File: config.mk
export PLATFORM = sky130hd
export DESIGN_NAME = mac_cyv_half_seq
export DESIGN_NICKNAME = d
export VERILOG_FILES = /design/src/rtl/mac_cyv_half_seq.sv
export SDC_FILE = /design/constraint.sdc
export NUM_CORES = 1
export LEC_CHECK = 0
export CAP_MARGIN = 20
export CORE_ASPECT_RATIO = 1.75
export CORE_MARGIN = 8
export CORE_UTILIZATION = 50
export CTS_CLUSTER_DIAMETER = 50
export DETAILED_ROUTE_END_ITERATION = 10
export PLACE_DENSITY = 0.87
export SYNTH_ARGS = -nofsm -noshare
export SYNTH_HDL_FRONTEND = slang
export SYNTH_SLANG_ARGS = --single-unit
export TNS_END_PERCENT = 1
File: constraint.sdc
create_clock -name clk -period 13.1 [get_ports clk]
set_input_delay 2.62 -clock clk [delete_from_list [all_inputs] [get_ports clk]]
set_output_delay 2.62 -clock clk [all_outputs]
set_load 0.005 [all_outputs]
File: src/rtl/mac_cyv_half_seq.sv
// Dot-product sequencer for the mac_cyv_half MAC: streams operands, recirculates
// MAC_LAT interleaved lane partials, then reduces them. Optional: `MAC_SEQ_SAT_EN.
module mac_cyv_half_seq #(
  parameter int MAC_LAT = 4,
  parameter int LEN_W   = 10
) (
  input  logic             clk,
  input  logic             areset,
  input  logic             start,
  input  logic [LEN_W-1:0] len,
  input  logic [31:0]      bias,
  output logic             busy,
  output logic             done,
  output logic [31:0]      result,
  output logic             ovf,
  output logic             rd_en,
  output logic [LEN_W-1:0] rd_addr,
  input  logic [15:0]      rd_a,
  input  logic [15:0]      rd_b,
  output logic             mac_en,
  output logic [15:0]      mac_a,
  output logic [15:0]      mac_b,
  output logic [31:0]      mac_c,
  input  logic [31:0]      mac_q
);

  localparam int CNT_W = LEN_W + 2;

  typedef enum logic [1:0] {IDLE, ISSUE, DRAIN, DONE} state_t;

  state_t           state_q, state_d;
  logic [CNT_W-1:0] t_q, t_d;
  logic [LEN_W-1:0] len_q, len_d;
  logic [31:0]      bias_q, bias_d;
  logic [31:0]      acc_q, acc_d;
  logic             sticky_q, sticky_d;
  logic [31:0]      result_q, result_d;
  logic             ovf_q, ovf_d;
  logic             busy_q, busy_d;
  logic             done_q, done_d;

  logic [CNT_W-1:0] lenExt, padLen, kIdx;
  logic [31:0]      sumRaw, sumStep;
  logic             stepOvf;

  assign lenExt = CNT_W'(len_q);
  assign padLen = (lenExt < CNT_W'(MAC_LAT)) ? CNT_W'(MAC_LAT) : lenExt;
  assign kIdx   = t_q - CNT_W'(1);

  // Reduction step: signed add with overflow detect, optional saturation
  assign sumRaw  = acc_q + mac_q;
  assign stepOvf = (acc_q[31] == mac_q[31]) && (sumRaw[31] != acc_q[31]);
`ifdef MAC_SEQ_SAT_EN
  assign sumStep = stepOvf ? (acc_q[31] ? 32'h8000_0000 : 32'h7FFF_FFFF) : sumRaw;
`else
  assign sumStep = sumRaw;
`endif

  always_ff @(posedge clk or posedge areset) begin
    if (areset) begin
      state_q  <= IDLE;
      t_q      <= '0;
      len_q    <= '0;
      bias_q   <= '0;
      acc_q    <= '0;
      sticky_q <= 1'b0;
      result_q <= '0;
      ovf_q    <= 1'b0;
      busy_q   <= 1'b0;
      done_q   <= 1'b0;
    end else begin
      state_q  <= state_d;
      t_q      <= t_d;
      len_q    <= len_d;
      bias_q   <= bias_d;
      acc_q    <= acc_d;
      sticky_q <= sticky_d;
      result_q <= result_d;
      ovf_q    <= ovf_d;
      busy_q   <= busy_d;
      done_q   <= done_d;
    end
  end

  always_comb begin
    state_d  = state_q;
    t_d      = t_q;
    len_d    = len_q;
    bias_d   = bias_q;
    acc_d    = acc_q;
    sticky_d = sticky_q;
    result_d = result_q;
    ovf_d    = ovf_q;
    busy_d   = busy_q;
    done_d   = 1'b0;
    case (state_q)
      IDLE: begin
        if (start) begin
          state_d  = ISSUE;
          t_d      = '0;
          len_d    = len;
          bias_d   = bias;
          acc_d    = '0;
          sticky_d = 1'b0;
          busy_d   = 1'b1;
        end
      end
      ISSUE: begin
        t_d = t_q + CNT_W'(1);
        if (t_q == padLen) state_d = DRAIN;
      end
      DRAIN: begin
        t_d      = t_q + CNT_W'(1);
        acc_d    = sumStep;
        sticky_d = sticky_q | stepOvf;
        // Result and done are registered on the edge into DONE
        if (t_q == padLen + CNT_W'(MAC_LAT)) begin
          state_d  = DONE;
          result_d = sumStep;
          ovf_d    = sticky_q | stepOvf;
          done_d   = 1'b1;
        end
      end
      DONE: begin
        state_d = IDLE;
        busy_d  = 1'b0;
      end
      default: state_d = IDLE;
    endcase
  end

  always_comb begin
    rd_en   = 1'b0;
    rd_addr = '0;
    mac_en  = 1'b0;
    mac_a   = '0;
    mac_b   = '0;
    mac_c   = '0;
    if (state_q == ISSUE && t_q < lenExt) begin
      rd_en   = 1'b1;
      rd_addr = t_q[LEN_W-1:0];
    end
    if (state_q == ISSUE || state_q == DRAIN) mac_en = 1'b1;
    // Element k = t-1; lanes beyond N are zero pads so every lane gets its bias/zero seed
    if (state_q == ISSUE && t_q != '0) begin
      if (kIdx < lenExt) begin
        mac_a = rd_a;
        mac_b = rd_b;
      end
      if (kIdx == '0) mac_c = bias_q;
      else if (kIdx < CNT_W'(MAC_LAT)) mac_c = '0;
      else mac_c = mac_q;
    end
  end

  assign busy   = busy_q;
  assign done   = done_q;
  assign result = result_q;
  assign ovf    = ovf_q;

endmodule

Figure 1. Clock distribution.
Bar = 20 um.
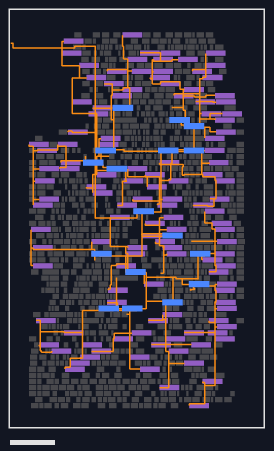
[orange] clock wires | length: 1740 um
[purple] flip-flops | count: 124
[blue] clock drivers | count: 17
routed clock nets: 18

Figure 2. Placed standard cells.
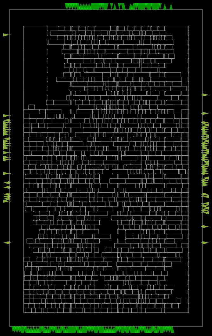
final instance count without filler cells: 1312
Seq Cell Count: 124
number of well taps: 224

Figure 3. Logic cells by family.
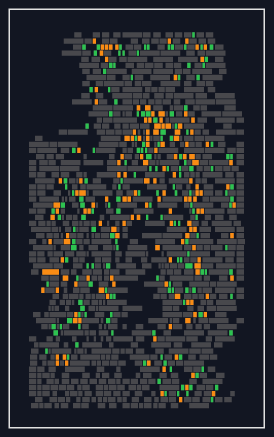
[orange] aoi and oai cells | cells: 147 | most used: a21oi_1
[green] nand cells | cells: 164 | most used: nand2_1

Figure 4. Signal wires on met2.
Cells faint in the background.
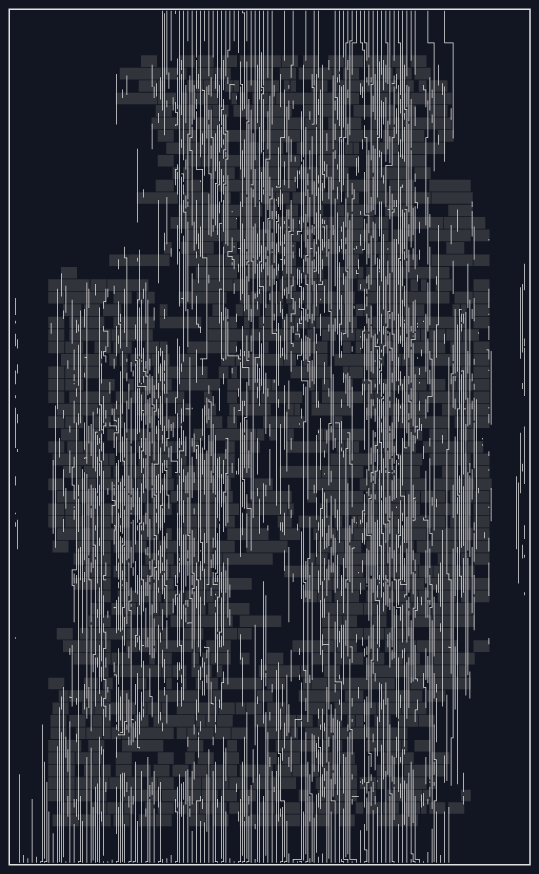
wire length on this layer: 14200 um
main direction: vertical
nets with wire on the layer: 1077
routed via count: 7481
wirelength, routed: 25800 um
met2 usage in global routing: 45.7%

Figure 5. Cells colored by class.
Bar = 20 um.
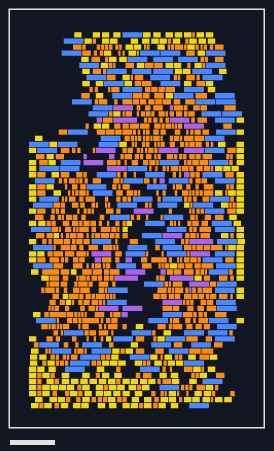
[orange] combinational and other logic | cells: 704 | share of their area: 45%
[yellow] remaining buffers and delay cells | cells: 227 | share of their area: 21%
[purple] clock drivers and dummy loads | cells: 32 | share of their area: 5.7%
[blue] sequential cells | cells: 124 | share of their area: 28%
final core utilization: 68.5%
placeable core region: 0.0164 mm2

==> impl_metrics.ini <==
; flow metrics
[setup_path]
worst_r2r_endpoint = result[25]
reg2reg_depth = 13
cp_required_ns = 10.48
timing.rr.start = len_q[6]
path_buffers = 1
worstPathMaxFanout = 32
startpoint_type_of_the_worst_setup_path = flop
critical_path_arrival_ns = 4.22
worst-setup-path-type = flop to output pin
r2r_setup_slack_ns = 9.38
critical_path.endpoint_type = output pin
cell_type_group_with_the_largest_total_delay_on_the_critical_path = simple AND/OR/NAND/NOR gates
cpMaxStageDelayCell = sky130_fd_sc_hd__dfrtp_1

[logic_synthesis]
yosys-top-cells-count = sky130_fd_sc_hd__dfrtp_1 (124), sky130_fd_sc_hd__nand2_1 (93), sky130_fd_sc_hd__a21oi_1 (72)
ys_area_mm2 = 0.00832
synth_cell_type_count = 67
yosys.cell_count.top_type = sky130_fd_sc_hd__dfrtp_1
number_of_enable_type_register_cells_in_the_synthesized_netlist = 0
synthesis.instances = 878
synth_area_leader_cell = sky130_fd_sc_hd__dfrtp_1
synth.yosys.seq_area_share_pct = 37.3
syn_area_mm2 = 0.00832
synth.top_cell.area_share_pct = 37.3
synth-xor-area-share_pct = 6.32
post_synth.cell_area_avg_um2 = 9.47
flop_cell = sky130_fd_sc_hd__dfrtp_1

[power]
netSwitchingPower_mw = 1.00
share_comb_of_total_power_pct = 53.2
pwr.group.combinational_mw = 1.32
pwr-share-seq_pct = 26.7
power.largest_group = combinational logic

[cells_and_area]
syn_to_final_growth_pct = 34.8
nets = 1242
layout.area.top_class = logic gates
area.combinational_mm2 = 0.00484
diodes = 1
clock_buffers = 18
sh_comb_area_pct = 43.2
n_all_buffers = 227
comb.multi_input.count = 675

[floorplan]
chipWidth_um = 113
die_height_um = 187
die-area_mm2 = 0.0212
floorplanUtilization_pct = 50.8

[place]
dp.cells = 1279
place.port_buffers = 219
hpwl_um = 19300
dpl_cell_area_mm2 = 0.0106

[timing]
unrepaired_setup_endpoints_after_global_routing = false
max_slew.worst_pin.slew_ns = 1.16
skew_ns = 0.0107
slew_headroom_pct = 22.7

[global_route]
globalRouteOverflowTotal = 0
grt_pass1_vias = 7823
grt_max_degree = 77
grt_antenna_before_repair = 1

[hold_path]
hold_start = result[21]

[detailed_routing]
ant_nets = 0
detail_route.drc_violations = 0
drt_first_iter_violations = 345
route.detailed.wl_per_inst_um = 19.7

[clocking]
worst_path_clk_slew_ns = 0.06
cts.hold.buffers_added = 0
cts_buffers = 17
cts_setup_buffers = 0
ctsRootBufferMaster = sky130_fd_sc_hd__clkbuf_16
clock_insertion_delay_at_the_later_pin_of_the_skew_report_ns = 0.42

[outcome]
outcome = finished, final reports clean
==> worst max-delay path by stage <==
stage                     cells past startpoint  slack [ns]         to     start
after floorplan                               1        7.18   acc_q[0]    areset
after CTS                                     9        6.22  mac_b[15]    t_q[2]
after global placement                        4        6.51   mac_c[0]  mac_q[0]
after global routing                          9        5.94  mac_b[15]    t_q[2]
after detailed placement                      4        6.53   mac_c[0]  mac_q[0]
final                                         9        6.26  mac_b[11]    t_q[2]
==> routing by layer <==
metal,GRT usage (%),part of all wire (%),vias to the layer above
met1,25.2,37,3652
met3,4.46,4.1,76
li1,-,-,3508
met5,0,0,-
met2,45.7,55,245
met4,12.1,4.2,0
Power figures rest on the tool's default switching activity, not on a simulated workload.
